**src/rtl/alu_op_sequencer.sv**
```systemverilog
// alu_op_sequencer: issue/capture stage wrapped around a 4-bit combinational ALU.
// Requests are buffered in a DEPTH-entry FIFO, issued to the ALU from registers,
// and each result is presented with carry/zero/overflow flags on a valid/ready port.
// A 4-bit accumulator keeps the last result so a request can chain on it (use_acc).
// Ports:
//   clk, rst                 clock, synchronous active-high reset
//   req_valid/req_ready      request handshake; req_a, req_b, req_sel, req_use_acc
//   alu_a, alu_b, alu_sel    registered operands/select driven to the ALU
//   alu_out, alu_carry       ALU result and carry/borrow
//   res_valid/res_ready      result handshake; res_data, res_carry, res_zero, res_ovf
//   busy, fifo_count         activity and FIFO occupancy
// Optional: define ALU_SEQ_OVF_EN to compute signed overflow on add/sub
// (otherwise res_ovf is tied to 0).
module alu_op_sequencer #(
   parameter int DEPTH = 4
) (
   input  logic                   clk,
   input  logic                   rst,
   input  logic                   req_valid,
   output logic                   req_ready,
   input  logic [3:0]             req_a,
   input  logic [3:0]             req_b,
   input  logic [2:0]             req_sel,
   input  logic                   req_use_acc,
   output logic [3:0]             alu_a,
   output logic [3:0]             alu_b,
   output logic [2:0]             alu_sel,
   input  logic [3:0]             alu_out,
   input  logic                   alu_carry,
   output logic                   res_valid,
   input  logic                   res_ready,
   output logic [3:0]             res_data,
   output logic                   res_carry,
   output logic                   res_zero,
   output logic                   res_ovf,
   output logic                   busy,
   output logic [$clog2(DEPTH):0] fifo_count
);

   localparam int AW = $clog2(DEPTH);
   localparam logic [AW:0] FULL = (AW+1)'(DEPTH);
   localparam logic [2:0] SEL_IDLE = 3'b111;

   typedef enum logic [1:0] {
      IDLE,
      DRIVE,
      HOLD
   } state_t;

   state_t        state;

   // Entry layout: {use_acc, sel[2:0], b[3:0], a[3:0]}
   logic [11:0]   mem [DEPTH];
   logic [AW-1:0] wr_ptr;
   logic [AW-1:0] rd_ptr;
   logic [3:0]    acc;
   logic          push;
   logic          pop;
   logic          empty;
   logic [11:0]   head;
   logic [3:0]    issue_a;

   assign empty     = (fifo_count == '0);
   assign req_ready = (fifo_count < FULL);
   assign push      = req_valid & req_ready;
   // Pop only when the ALU registers are free to be reloaded.
   assign pop       = !empty &&
                      ((state == IDLE) || (state == HOLD && res_ready));
   assign head      = mem[rd_ptr];
   // acc already holds the previous result by the time a pop happens.
   assign issue_a   = head[11] ? acc : head[3:0];
   assign busy      = !empty || (state != IDLE);

   always_ff @(posedge clk) begin
      if (push) begin
         mem[wr_ptr] <= {req_use_acc, req_sel, req_b, req_a};
      end
   end

   always_ff @(posedge clk) begin
      if (rst) begin
         wr_ptr     <= '0;
         rd_ptr     <= '0;
         fifo_count <= '0;
      end else begin
         if (push) begin
            wr_ptr <= wr_ptr + AW'(1);
         end
         if (pop) begin
            rd_ptr <= rd_ptr + AW'(1);
         end
         case ({push, pop})
            2'b10:   fifo_count <= fifo_count + (AW+1)'(1);
            2'b01:   fifo_count <= fifo_count - (AW+1)'(1);
            default: fifo_count <= fifo_count;
         endcase
      end
   end

   always_ff @(posedge clk) begin
      if (rst) begin
         state     <= IDLE;
         acc       <= '0;
         alu_a     <= '0;
         alu_b     <= '0;
         alu_sel   <= SEL_IDLE;
         res_valid <= 1'b0;
         res_data  <= '0;
         res_carry <= 1'b0;
         res_zero  <= 1'b0;
      end else begin
         case (state)
            IDLE: begin
               if (pop) begin
                  alu_a   <= issue_a;
                  alu_b   <= head[7:4];
                  alu_sel <= head[10:8];
                  state   <= DRIVE;
               end
            end
            DRIVE: begin
               res_data  <= alu_out;
               res_carry <= alu_carry;
               res_zero  <= (alu_out == 4'h0);
               acc       <= alu_out;
               res_valid <= 1'b1;
               state     <= HOLD;
            end
            HOLD: begin
               if (res_ready) begin
                  res_valid <= 1'b0;
                  if (pop) begin
                     alu_a   <= issue_a;
                     alu_b   <= head[7:4];
                     alu_sel <= head[10:8];
                     state   <= DRIVE;
                  end else begin
                     alu_sel <= SEL_IDLE;
                     state   <= IDLE;
                  end
               end
            end
            default: begin
               alu_sel <= SEL_IDLE;
               state   <= IDLE;
            end
         endcase
      end
   end

`ifdef ALU_SEQ_OVF_EN
   logic ovf_next;

   // Signed overflow from the issued operand MSBs and the result MSB.
   always_comb begin
      ovf_next = 1'b0;
      case (alu_sel)
         3'b000:  ovf_next = (alu_a[3] == alu_b[3]) &&
                             (alu_out[3] != alu_a[3]);
         3'b001:  ovf_next = (alu_a[3] != alu_b[3]) &&
                             (alu_out[3] != alu_a[3]);
         default: ovf_next = 1'b0;
      endcase
   end

   always_ff @(posedge clk) begin
      if (rst) begin
         res_ovf <= 1'b0;
      end else if (state == DRIVE) begin
         res_ovf <= ovf_next;
      end
   end
`else
   assign res_ovf = 1'b0;
`endif

endmodule

```
**config.mk**
```make
export PLATFORM = sky130hd
export DESIGN_NAME = alu_op_sequencer
export DESIGN_NICKNAME = d
export VERILOG_FILES = /design/src/rtl/alu_op_sequencer.sv
export SDC_FILE = /design/constraint.sdc
export NUM_CORES = 1
export LEC_CHECK = 0
export CELL_PAD_IN_SITES_DETAIL_PLACEMENT = 0
export CELL_PAD_IN_SITES_GLOBAL_PLACEMENT = 1
export CORE_AREA = 2 2 90 92
export DETAILED_ROUTE_END_ITERATION = 10
export DIE_AREA = 0 0 92 94
export PLACE_DENSITY_LB_ADDON = 0.1
export SLEW_MARGIN = 20
export SYNTH_ARGS = -nofsm -noshare
export SYNTH_HDL_FRONTEND = slang
export SYNTH_SLANG_ARGS = --single-unit
```
**constraint.sdc**
```tcl
create_clock -name clk -period 2.56 [get_ports clk]
set_input_delay 0.256 -clock clk [delete_from_list [all_inputs] [get_ports clk]]
set_output_delay 0.256 -clock clk [all_outputs]
set_load 0.01 [all_outputs]
```
==> impl_metrics.py, run 1 <==
# Auto-generated metrics
metrics = {
    "synth": {
        "ys.flops": 77,
        "topCellsByArea": "edfxtp_1, dfxtp_1, mux4_2",
        "yosysChipArea_sq_mm": 0.00298,
        "post-synth-top-area-fraction_pct": 48.3,
        "synth.cellmix.compoundShare_pct": 4.53,
    },
    "setup_path": {
        "worst_setup_path_endpoint": "fifo_count[2]$_SDFFE_PP0P_",
        "max_stage_delay_ns": 0.41,
        "cp_slowest_cell": "or3_1",
        "worst_r2r_endpoint": "fifo_count[2]$_SDFFE_PP0P_",
    },
    "detailed_routing": {
        "drt_first_iter_violations": 34,
        "drt.antenna.violating_nets": 0,
        "route.detailed.wl_per_inst_microns": 14.6,
        "firstDrtPassIters": 4,
    },
    "place": {
        "post-place-ws_ns": 0.0409,
        "port-buffer-count": 43,
    },
    "clocking": {
        "cts_root_buffer": "clkbuf_8",
        "path_clk_slew_ns": 0.08,
        "cts.path.max_buffers": 2,
        "clock.latency.late_pin_ns": 0.34,
    },
    "final_layout": {
        "layout.non_clock_inverters": 11,
        "most-common-layout-cells": "edfxtp_1, clkdlybuf4s50_1, dfxtp_1",
        "flops": 77,
        "num-multi-input-gates": 100,
        "logic_share_of_the_area_pct": 22.2,
        "syn_to_final_growth_pct": 26.1,
        "largest_register_ff_count": 48,
    },
    "final_timing": {
        "setup_viol": 0,
        "worst_pin_slew_ns": 0.526,
        "max_clock_freq_mhz": 452,
        "final_max_slew_viol_count": 0,
        "finalHoldViolations": 0,
    },
    "run_status": {
        "run_status": "complete, no violations",
    },
    "grt": {
        "first_pass_grt_wire_length_microns": 8360,
        "grt_pass1_vias": 1595,
        "grt_start_max_net_pins": 16,
    },
}
## run 1: worst register-to-register path, delay by kind of cell (launching register included)
family                   cells  cell delay [ns]
AND/OR/NAND/NOR              3             0.86
adder cells (fa/ha/maj)      2             0.53
flip-flops                   1             0.37
XOR/XNOR                     1             0.16
buffers and inverters        2             0.13
AND-OR/OR-AND                1             0.13
## run 1: layer usage
metal | global-route usage, % | vias to the layer above | part of all wire (%)
met1 | 17.5 | 782 | 49
met2 | 19.4 | 43 | 44
li1 | - | 827 | -
met5 | 0 | - | 0
met4 | 7.84 | 0 | 1.8
met3 | 3.69 | 8 | 4.9
## run 1: power breakdown
group	switching [mW]	internal (mW)	leakage [nW]
clock	0.418	0.575	0.107
combinational	0.561	0.631	0.526
sequential	0.128	1.56	0.678
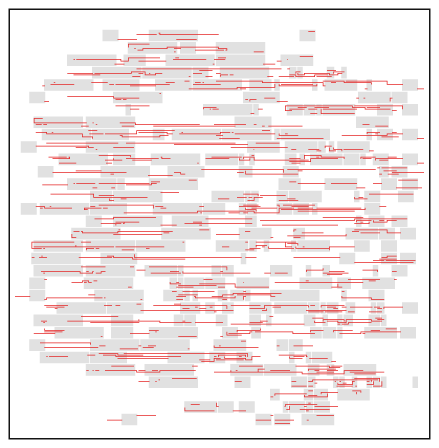
**Above:** run 1 (M1 wires).
Cells faint in the background.
main direction: horizontal
wire length on this layer: 2600 microns
share of all routed wire: 49%
total vias in the final route: 1660
sum of routed wire length over all layers: 5260 microns
met1 GRT Util: 17.5%

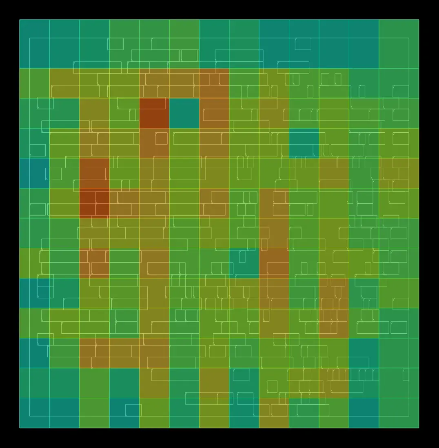
**Above:** run 1 (congestion heat map).
GRT met2 Usage: 19.4%
utilization after layout: 49.4%
global routing usage summed across all routing layers: 13.2%
busiest metal layer after global routing: met2
routing usage on met3: 3.69%

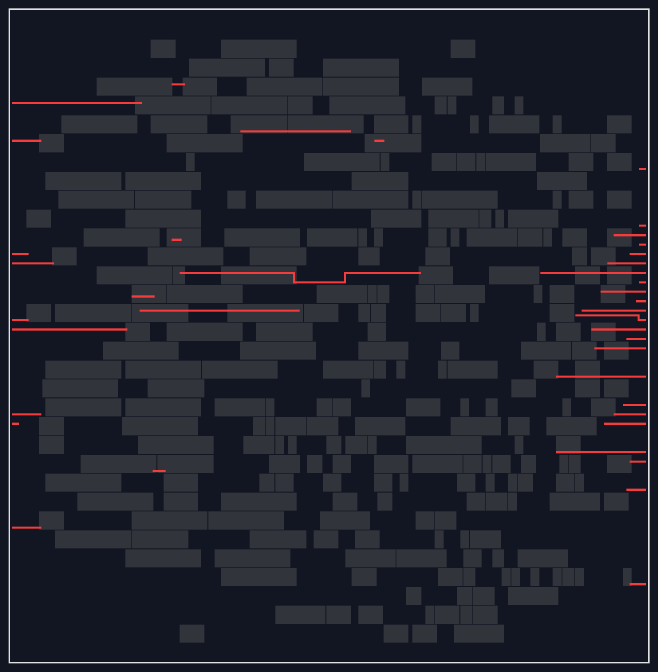
**Above:** run 1 (the metal 3 layer).
Cells faint in the background.
wire length on this layer: 260 microns
nets with wire on the layer: 34
longest straight run: 22.8 microns
share of all routed wire: 4.9%
main direction: horizontal

==> run 2: changes to the inputs <==
--- a/config.mk
+++ b/config.mk
@@ -10,7 +10,7 @@
 export CORE_AREA = 2 2 90 92
 export DETAILED_ROUTE_END_ITERATION = 10
 export DIE_AREA = 0 0 92 94
-export PLACE_DENSITY_LB_ADDON = 0.1
+export PLACE_DENSITY_LB_ADDON = 0.25
 export SLEW_MARGIN = 20
 export SYNTH_ARGS = -nofsm -noshare
 export SYNTH_HDL_FRONTEND = slang
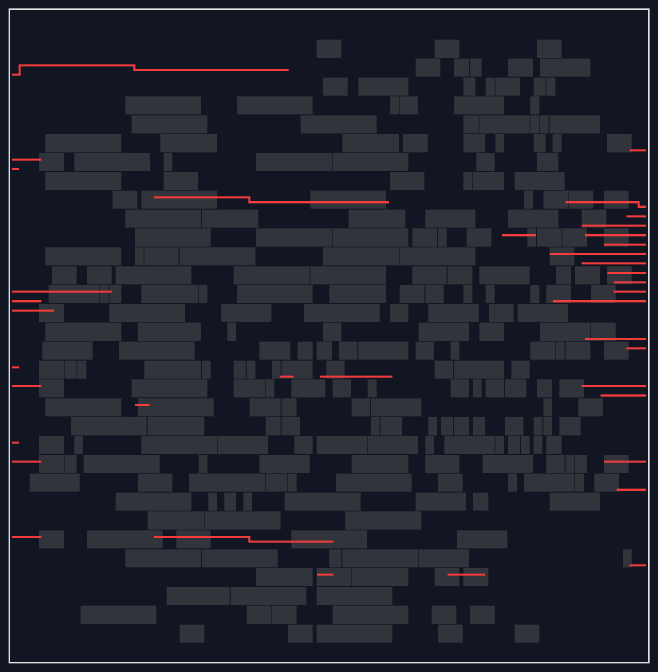
**Above:** run 2 (the metal 3 layer).
Cells faint in the background.
routing usage on met3: 4.74%
sum of routed wire length over all layers: 5410 microns

==> impl_metrics.py, run 2 <==
# Auto-generated metrics
metrics = {
    "run_status": {
        "run_status": "complete, no violations",
    },
    "final_timing": {
        "worst_pin_slew_ns": 0.584,
        "final_max_slew_viol_count": 0,
        "max_clock_freq_mhz": 444,
        "setup_viol": 0,
        "finalHoldViolations": 0,
    },
    "synth": {
        "yosysChipArea_sq_mm": 0.00298,
        "post-synth-top-area-fraction_pct": 48.3,
        "ys.flops": 77,
    },
    "final_layout": {
        "largest_register_ff_count": 48,
        "most-common-layout-cells": "edfxtp_1, clkdlybuf4s50_1, dfxtp_1",
        "postLayoutCoreUtil_pct": 49.8,
        "num-multi-input-gates": 100,
        "flops": 77,
        "syn_to_final_growth_pct": 27.1,
        "layout.non_clock_inverters": 11,
    },
    "power": {
        "switching_power_mw": 1.11,
        "power_clock_mw": 0.976,
        "power_top_consumer": "registers",
        "pwr-share-comb_pct": 31.0,
        "clock_power_share_pct": 25.2,
        "pwr-share-seq_pct": 43.8,
        "powerSeq_mw": 1.70,
        "net_switching_fraction_of_the_power_pct": 28.7,
        "p_int_mw": 2.76,
        "comb_power_mw": 1.20,
    },
    "grt": {
        "grt.total_usage_pct": 14.1,
        "grt_pass1_vias": 1711,
    },
    "setup_path": {
        "worst-path-stages": 9,
        "max_stage_delay_ns": 0.42,
        "worst_setup_path_endpoint": "fifo_count[2]$_SDFFE_PP0P_",
        "cp_slowest_cell": "dfxtp_1",
    },
    "clocking": {
        "cts.path.max_buffers": 2,
        "clock.latency.late_pin_ns": 0.34,
        "cts_root_buffer": "clkbuf_8",
        "path_clk_slew_ns": 0.08,
    },
    "place": {
        "post-place-ws_ns": 0.00231,
        "port-buffer-count": 43,
    },
    "detailed_routing": {
        "firstDrtPassIters": 4,
        "drt.antenna.violating_nets": 0,
        "drt_first_iter_violations": 73,
    },
}
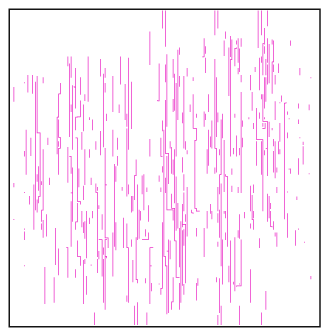
**Above:** run 2 (M2 wires).
wire length on this layer: 2560 microns
share of all routed wire: 47%
nets with wire on the layer: 233
longest straight run: 38.1 microns
total vias in the final route: 1684
GRT met2 Usage: 21.4%

[run 2: per-layer routing]
metal  GRT usage [%]  up-vias  share of wire [%]
li1                -      831                  -
met1            18.3      804                 46
met2            21.4       44                 47
met3            4.74        5                5.5
met4            6.72        0                1.3
met5               0        -                  0
[run 2: kinds of logic after synthesis]
family | after synthesis | synth area share [%]
AND/OR/NAND/NOR | 46 | 6.92
XOR/XNOR | 4 | 1.18
other | 1 | 0.126
AND-OR/OR-AND | 21 | 4.53
multiplexers | 22 | 12.4
flip-flops | 77 | 67.8
buffers and inverters | 21 | 4.24
adder cells (fa/ha/maj) | 6 | 2.77
**Run 2: M1 wires**

Cells faint in the background.
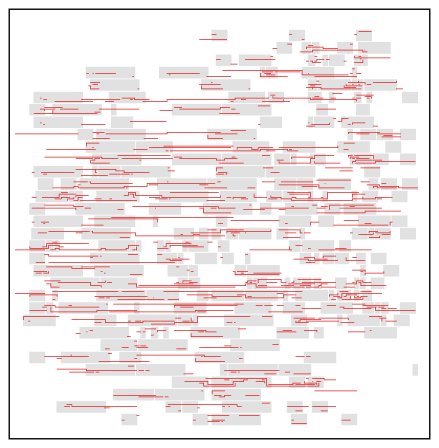

==> run 3: changes to the inputs <==
--- a/config.mk
+++ b/config.mk
@@ -7,9 +7,9 @@
 export LEC_CHECK = 0
 export CELL_PAD_IN_SITES_DETAIL_PLACEMENT = 0
 export CELL_PAD_IN_SITES_GLOBAL_PLACEMENT = 1
-export CORE_AREA = 2 2 90 92
+export CORE_AREA = 2 2 69 120
 export DETAILED_ROUTE_END_ITERATION = 10
-export DIE_AREA = 0 0 92 94
+export DIE_AREA = 0 0 71 122
 export PLACE_DENSITY_LB_ADDON = 0.25
 export SLEW_MARGIN = 20
 export SYNTH_ARGS = -nofsm -noshare
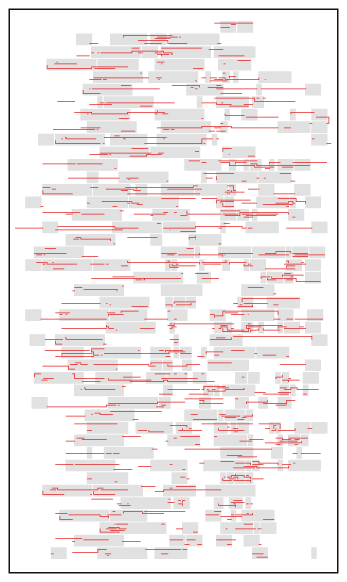
**Above:** run 3 (M1 wires).
Cells faint in the background.
nets with wire on the layer: 240
main direction: horizontal
longest straight run: 19.3 microns
sum of routed wire length over all layers: 5320 microns
total vias in the final route: 1692
met1 GRT Util: 14.9%

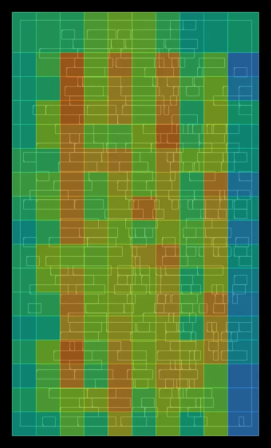
**Above:** run 3 (congestion heat map).
GRT met2 Usage: 23.8%
utilization after layout: 49.2%
routing usage on met3: 4.55%
global routing usage summed across all routing layers: 14.0%

==> impl_metrics.py, run 3 <==
# Auto-generated metrics
metrics = {
    "clocking": {
        "cts_root_buffer": "clkbuf_16",
        "cts.path.max_buffers": 2,
        "h_tree_depth": 3,
        "path_clk_slew_ns": 0.05,
        "clock.latency.late_pin_ns": 0.33,
    },
    "grt": {
        "busiest_layer": "met2",
        "grt_pass1_vias": 1794,
    },
    "synth": {
        "synthFlopType": "edfxtp_1",
        "post-synth-top-area-fraction_pct": 48.3,
        "ys.flops": 77,
        "yosysChipArea_sq_mm": 0.00298,
    },
    "power": {
        "powerSeq_mw": 1.69,
        "power_clock_mw": 1.30,
        "switching_power_mw": 1.12,
        "net_switching_fraction_of_the_power_pct": 27.0,
        "comb_power_mw": 1.17,
        "p_int_mw": 3.04,
        "pwr-share-comb_pct": 28.2,
        "power_top_consumer": "registers",
        "clock_power_share_pct": 31.1,
        "pwr-share-seq_pct": 40.7,
        "cellLeakagePower_nw": 1.36,
    },
    "setup_path": {
        "worst-path-stages": 9,
        "max_stage_delay_ns": 0.41,
        "critPathKind": "reg -> reg",
        "cp_slowest_cell": "or3_1",
    },
    "final_layout": {
        "syn_to_final_growth_pct": 28.8,
        "top_register_by_number_of_flip_flops": "mem",
    },
    "final_timing": {
        "max_clock_freq_mhz": 443,
        "final_max_slew_viol_count": 0,
        "setup_viol": 0,
        "finalHoldViolations": 0,
        "worst_pin_slew_ns": 0.559,
    },
    "detailed_routing": {
        "drt.antenna.violating_nets": 0,
        "drt_first_iter_violations": 70,
        "top_signal_layer_used": "met4",
        "firstDrtPassIters": 4,
        "wirelength_met1_microns": 2050,
        "met3RoutedLength_microns": 240,
    },
    "place": {
        "port-buffer-count": 43,
        "post-place-ws_ns": 0.0255,
    },
    "die": {
        "overall_chip_area_sq_mm": 0.00866,
        "num_rows": 43,
    },
    "run_status": {
        "run_status": "complete, no violations",
    },
}
[run 3: cell types whose count changed in the layout (fill, tap and decap cells not counted), sizes merged]
cell / previous run / this run
clkbuf: 13 / 15
clkinv: 3 / 1
buf: 13 / 11
[run 3: logic make-up (layout without fill, tap and decap cells)]
logic type	count (synthesis)	in the layout	share of synthesized area [%]
AND/OR/NAND/NOR	46	46	6.92
buffers and inverters	21	81	4.24
other	1	1	0.126
AND-OR/OR-AND	21	21	4.53
flip-flops	77	77	67.8
adder cells (fa/ha/maj)	6	6	2.77
multiplexers	22	22	12.4
XOR/XNOR	4	4	1.18
[run 3: cell type report]
cell class	count	area share (%)
multi-input combinational	100	21.7
inverter	11	1.21
timing repair buffer	54	13.4
tap	90	2.93
sequential	77	52.7
clock buffer	15	7.36
clock inverter	1	0.782

==> layout pictures side by side <==
Sequential cells grouped by signal name.
Bar = 20 microns. Other sequential cells in the stronger grey, the rest of the logic in the fainter grey.
Plate I
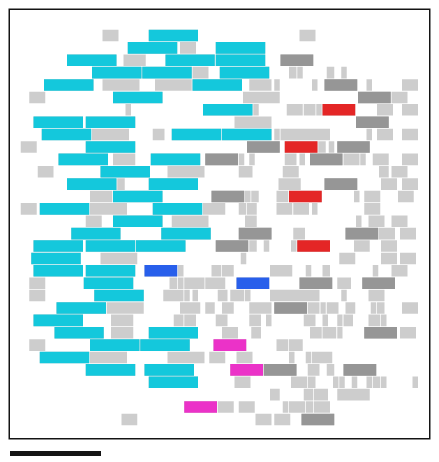
Plate II
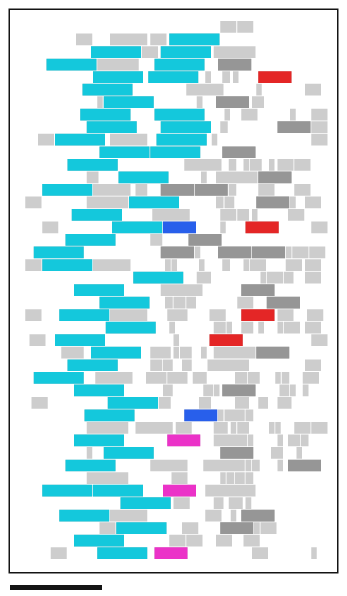
Plate III
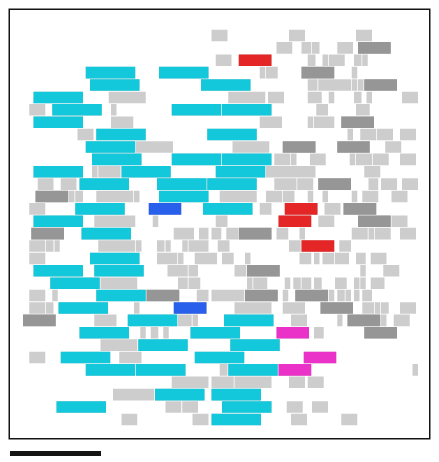
run 1: Plate I
run 2: Plate III
run 3: Plate II

Key to Plate I:
| netlist name | colour | flops |
|---|---|---|
| alu_a | red | 4 |
| wr_ptr | blue | 2 |
| mem | cyan | 48 |
| alu_sel | magenta | 3 |

Power figures rest on the tool's default switching activity, not on a simulated workload.
